### src/rtl/vend_pkg.sv
// Shared vending constants: coin one-hot encodings, cent values and dispenser states.
// The coin encodings are also used by the coin-acceptor path.
package vend_pkg;

    localparam logic [2:0] COIN_5  = 3'b001;
    localparam logic [2:0] COIN_10 = 3'b010;
    localparam logic [2:0] COIN_25 = 3'b100;

    localparam int CENTS_5  = 5;
    localparam int CENTS_10 = 10;
    localparam int CENTS_25 = 25;

    typedef enum logic [2:0] {
        ST_IDLE,
        ST_SELECT,
        ST_PULSE,
        ST_GAP,
        ST_DONE
    } state_t;

endpackage

### src/rtl/tick_counter.sv
// Counts enabled ticks up to a load value; term pulses on the tick that reaches it.
module tick_counter #(
    parameter int TICK_W = 4
) (
    input  logic              clk,
    input  logic              clr,
    input  logic              restart,
    input  logic              enable,
    input  logic [TICK_W-1:0] load,
    output logic              term
);

    logic [TICK_W-1:0] count;

    assign term = enable && (count + 1'b1 == load);

    // Self-clears on term so back-to-back intervals need no explicit restart.
    always_ff @(posedge clk) begin
        if (clr || restart) begin
            count <= '0;
        end else if (enable) begin
            count <= term ? '0 : count + 1'b1;
        end
    end

endmodule

### src/rtl/change_dispenser.sv
// Greedy change dispenser: emits timed one-hot coin pulses, largest coin first.
// Optional per-denomination coin stock with refill/short ports under COIN_STOCK_EN.
module change_dispenser
    import vend_pkg::*;
#(
    parameter int AMT_W       = 8,
    parameter int PULSE_TICKS = 2,
    parameter int GAP_TICKS   = 2,
    parameter int TICK_W      = 4
`ifdef COIN_STOCK_EN
    ,
    parameter int INIT_STOCK  = 8
`endif
) (
    input  logic             clk,
    input  logic             clr,
    input  logic             clk_en,
    input  logic             start,
    input  logic [AMT_W-1:0] amount,
    output logic [2:0]       coin_out,
    output logic             busy,
    output logic             done,
    output logic             err,
    output logic [AMT_W-1:0] remaining
`ifdef COIN_STOCK_EN
    ,
    input  logic             refill,
    output logic             short
`endif
);

    state_t           state;
    logic [2:0]       avail;
    logic [2:0]       pick;
    logic [AMT_W-1:0] coin_val;
    logic             term;

`ifdef COIN_STOCK_EN
    logic [2:0][3:0] stock;

    always_comb begin
        avail = 3'b000;
        for (int i = 0; i < 3; i++) avail[i] = (stock[i] != 4'd0);
    end
`else
    assign avail = 3'b111;
`endif

    always_comb begin
        pick = 3'b000;
        if (avail[2] && remaining >= AMT_W'(CENTS_25))      pick = COIN_25;
        else if (avail[1] && remaining >= AMT_W'(CENTS_10)) pick = COIN_10;
        else if (avail[0] && remaining >= AMT_W'(CENTS_5))  pick = COIN_5;
    end

    always_comb begin
        case (coin_out)
            COIN_25: coin_val = AMT_W'(CENTS_25);
            COIN_10: coin_val = AMT_W'(CENTS_10);
            COIN_5:  coin_val = AMT_W'(CENTS_5);
            default: coin_val = '0;
        endcase
    end

    tick_counter #(.TICK_W(TICK_W)) u_tick (
        .clk     (clk),
        .clr     (clr),
        .restart (state == ST_SELECT),
        .enable  (clk_en && (state == ST_PULSE || state == ST_GAP)),
        .load    (state == ST_PULSE ? TICK_W'(PULSE_TICKS) : TICK_W'(GAP_TICKS)),
        .term    (term)
    );

    assign busy = (state == ST_SELECT) || (state == ST_PULSE) || (state == ST_GAP);
    assign done = (state == ST_DONE);

    always_ff @(posedge clk) begin
        if (clr) begin
            state     <= ST_IDLE;
            coin_out  <= 3'b000;
            err       <= 1'b0;
            remaining <= '0;
`ifdef COIN_STOCK_EN
            short     <= 1'b0;
            stock     <= {3{4'(INIT_STOCK)}};
`endif
        end else begin
            case (state)
                ST_IDLE: begin
                    if (start) begin
                        remaining <= amount;
                        err       <= 1'b0;
`ifdef COIN_STOCK_EN
                        short     <= 1'b0;
`endif
                        state     <= ST_SELECT;
                    end
`ifdef COIN_STOCK_EN
                    else if (refill) begin
                        stock <= {3{4'(INIT_STOCK)}};
                    end
`endif
                end
                ST_SELECT: begin
                    if (pick != 3'b000) begin
                        coin_out <= pick;
                        state    <= ST_PULSE;
                    end else begin
                        // Nothing dispensable left: either a sub-nickel residue or no stock.
                        if (remaining != '0) begin
`ifdef COIN_STOCK_EN
                            if (remaining < AMT_W'(CENTS_5)) err <= 1'b1;
                            else                             short <= 1'b1;
`else
                            err <= 1'b1;
`endif
                        end
                        state <= ST_DONE;
                    end
                end
                ST_PULSE: begin
                    if (term) begin
                        remaining <= remaining - coin_val;
                        coin_out  <= 3'b000;
`ifdef COIN_STOCK_EN
                        for (int i = 0; i < 3; i++)
                            if (coin_out[i]) stock[i] <= stock[i] - 4'd1;
`endif
                        state     <= ST_GAP;
                    end
                end
                ST_GAP: begin
                    if (term) state <= ST_SELECT;
                end
                ST_DONE: state <= ST_IDLE;
                default: state <= ST_IDLE;
            endcase
        end
    end

endmodule
### config.mk
export PLATFORM = sky130hd
export DESIGN_NAME = change_dispenser
export DESIGN_NICKNAME = d
export VERILOG_FILES = /design/src/rtl/vend_pkg.sv /design/src/rtl/tick_counter.sv /design/src/rtl/change_dispenser.sv
export SDC_FILE = /design/constraint.sdc
export NUM_CORES = 1
export LEC_CHECK = 0
export ABC_AREA = 1
export CORE_UTILIZATION = 46
export DETAILED_ROUTE_END_ITERATION = 10
export PLACE_DENSITY = 0.8
export SLEW_MARGIN = 20
export SYNTH_ARGS = -nofsm -noshare
export SYNTH_HDL_FRONTEND = slang
export SYNTH_HIERARCHICAL = 1
export SYNTH_SLANG_ARGS = --single-unit
### constraint.sdc
create_clock -name clk -period 4.9 [get_ports clk]
set_input_delay 0.98 -clock clk [delete_from_list [all_inputs] [get_ports clk]]
set_output_delay 0.98 -clock clk [all_outputs]
set_load 0.03 [all_outputs]
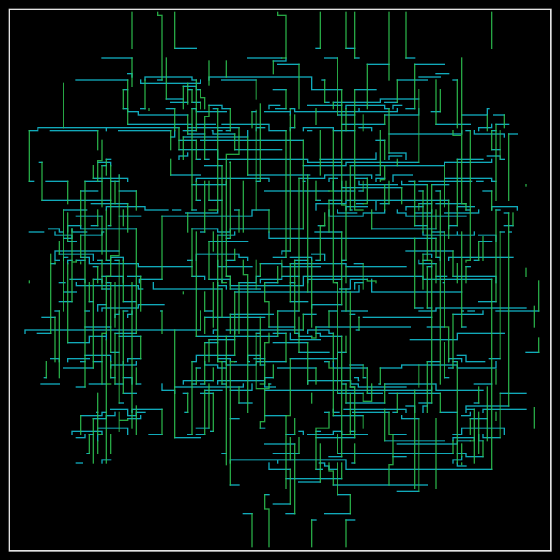
Fig. 1. Signal wires by layer.
Only two layers are drawn.
| layer | color | wire length |
|---|---|---|
| met2 | green | 1530 um |
| met1 | cyan | 1420 um |

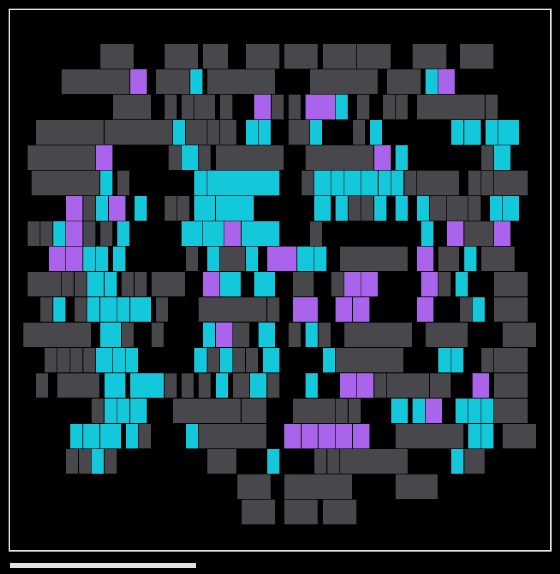
Fig. 2. Selected gate families.
Scale bar: 20 um.
| family | color | cells | most used |
|---|---|---|---|
| NAND gates | cyan | 96 | nand2_1 |
| inverting AOI/OAI gates | purple | 34 | a21oi_1 |

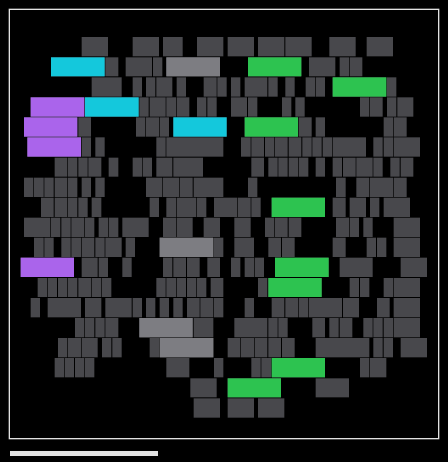
Fig. 3. Sequential cells colored by netlist name.
Scale bar: 20 um. Other sequential cells in the stronger gray, the rest of the logic in the fainter gray.
| name in the netlist | color | flops |
|---|---|---|
| remaining | green | 8 |
| state | cyan | 3 |
| u_tick/count | purple | 4 |

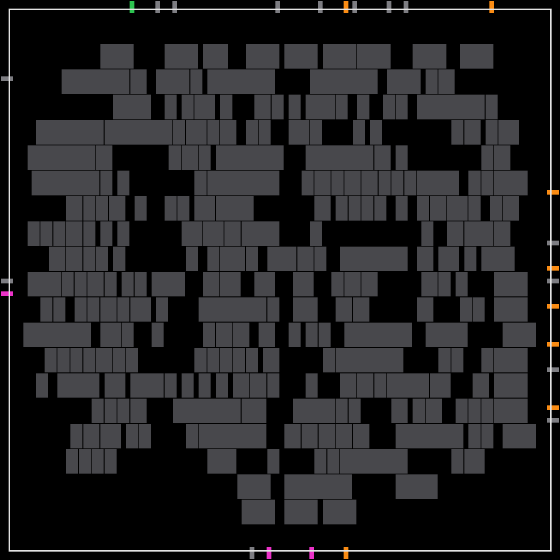
Fig. 4. Ports around the boundary.
Pins as bars across the die edge, other pins in gray.
| port | color | pins | direction | edge |
|---|---|---|---|---|
| busy | green | 1 | output | north |
| remaining | orange | 8 | output | 5 east, 2 north, 1 south |
| coin_out | magenta | 3 | output | 2 south, 1 west |
all pins by edge: 10 north, 9 east, 4 south, 3 west
die span in y: 58.03 um
floorplan die width: 58.03 um
number of port buffers: 25

==> impl_report.txt <==
=== SYNTHESIS / PLACE & ROUTE SUMMARY ===
----------------------------------------------------
[Outcome]
  Outcome ........................ finished with violations
  Violated checks ........................ design-rule violations

[Route]
  Highest routed layer ........................ met4
  Total Wirelength ........................ 3148 um
  Length of the first detailed-routing pass in iterations ........................ 7
  Average vias per placed instance ........................ 5.080
  Post-route DRC violation count ........................ 3
  Initial DRC Count ........................ 84
  Detailed-routed wire length on met3 ........................ 158 um
  Total routed wire length on the met1 layer ........................ 1422 um
  Vias ........................ 1519
  Antenna Nets Post-Route ........................ 0

[Final layout]
  Fill cell instance count of the final layout ........................ 268
  Reg with most FFs ........................ remaining
  Flip-flop and latch share of the layout cell area ........................ 21.47%
  Register cell area after layout ........................ 380.4 um2
  Total number of multi-input combinational cells ........................ 184
  Count of nets after finishing ........................ 288
  Registers with the most flip-flops ........................ remaining x8, u_tick/count x4
  Proportion of layout cells with a drive suffix above 1 ........................ 9.328%
  Logic cell area ........................ 934.6 um2
  Portion of the layout cell area used by non-clock buffers ........................ 14.12%
  Number of non-clock inverters ........................ 36
  N_diodes ........................ 0
  Synth-to-layout area growth ........................ 22.70%
  Multi-input gate share of the layout cell area ........................ 52.75%
  Most frequent standard cell in the layout excluding fill and tap cells ........................ sky130_fd_sc_hd__nand2_1

[STA]
  Final worst-path cycle share ........................ 56.67%
  Final number of setup-violating endpoints ........................ 0
  Final Slew Violations ........................ 0
  Unrepaired setup endpoints after global routing ........................ false

[Synthesis]
  Yosys adder share ........................ 6.586%
  Synthesis-stage register bit count ........................ 19
  Cell count after synthesis ........................ 234
  Dominant kind of combinational cell ........................ simple AND/OR/NAND/NOR gates
  Yosys warning tally ........................ 6
  Share of flip-flops with an asynchronous set or reset after synthesis ........................ 0%
  Most frequent cells after synthesis ........................ 64 x sky130_fd_sc_hd__nand2_1, 32 x sky130_fd_sc_hd__inv_1, 26 x sky130_fd_sc_hd__nor2_1
  Top area cell types ........................ sky130_fd_sc_hd__dfxtp_1 26%, sky130_fd_sc_hd__nand2_1 17%, sky130_fd_sc_hd__inv_1 8.3%, sky130_fd_sc_hd__a21oi_1 6.9%, sky130_fd_sc_hd__nor2_1 6.8%
  Ys flop type ........................ sky130_fd_sc_hd__dfxtp_1
  Post-Synth AOI/OAI Area ........................ 12.48%
  Post-synthesis chip area from yosys ........................ 1444 um2
  Share of synthesized cell area in and, or, nand and nor gates ........................ 42.98%
  Average footprint of a synthesized cell ........................ 6.170 um2
  Post-synth EDFFs ........................ 0
  Synth Seq Share ........................ 26.34%

[Hold path]
  Hold worst-path end ........................ err$_SDFFE_PP0P_
  Startpoint of the worst hold path ........................ err$_SDFFE_PP0P_

[GRT]
  Number of global-route vias before repair ........................ 1269
  Remaining global-route overflow ........................ 0
  GR Util met1 ........................ 25.66%
  Global-route layer with the greatest usage ........................ met2
  Initial antenna violation count ........................ 0
  Wire length of the first global-routing pass ........................ 5416 um
  Met2 Track Usage GR ........................ 36.62%
  Maximum number of pins on one net before global-route repair ........................ 14

[Critical path]
  Data required, critical path ........................ 5.15 ns
  Family of cells with the greatest summed delay on the critical path ........................ simple AND/OR/NAND/NOR gates
  Endpoint of the worst setup timing path ........................ remaining[3]$_SDFFE_PP0P_
  Crit-path most repeated cell ........................ sky130_fd_sc_hd__inv_1
  CP Capture Type ........................ flop
  Number of cells on the critical path ........................ 15
  Kind of critical path ........................ in -> reg

[Placed design]
  RD Place Congestion ........................ 0.8051
  Pre-CTS setup slack ........................ 1.796 ns
  Cell area after placement ........................ 1744 um2

[Clocking]
  Clock sink count ........................ 19
  Post-cts hold buffer count ........................ 0
  Clock root buffer ........................ sky130_fd_sc_hd__clkbuf_4

[Pwr]
  Maximum resistive drop on vdd ........................ 0.2940 mV
  Power attributed to combinational cells ........................ 0.000915 W
  Internal Pwr Total ........................ 0.0005849 W
  Clock network fraction of total power ........................ 6.5%
  Reported sequential group power ........................ 0.000277 W
  Switching share of total power ........................ 54.13%
  Clock group ........................ 0.0000826 W
  Total power density per cell area ........................ 719.7 nW/um2
  Leakage power summed over all cells ........................ 0.8351 nW

[Floorplanning]
  Core Density at Floorplan ........................ 50.61%
  Number of I/O pins ........................ 26
  Tap Count ........................ 31
  Area of the core region ........................ 2853 um2

[Flow run]
  Max-cap violations ........................ 0

----------------------------------------------------
No activity file was given, so power comes from the tool's default toggle rates.
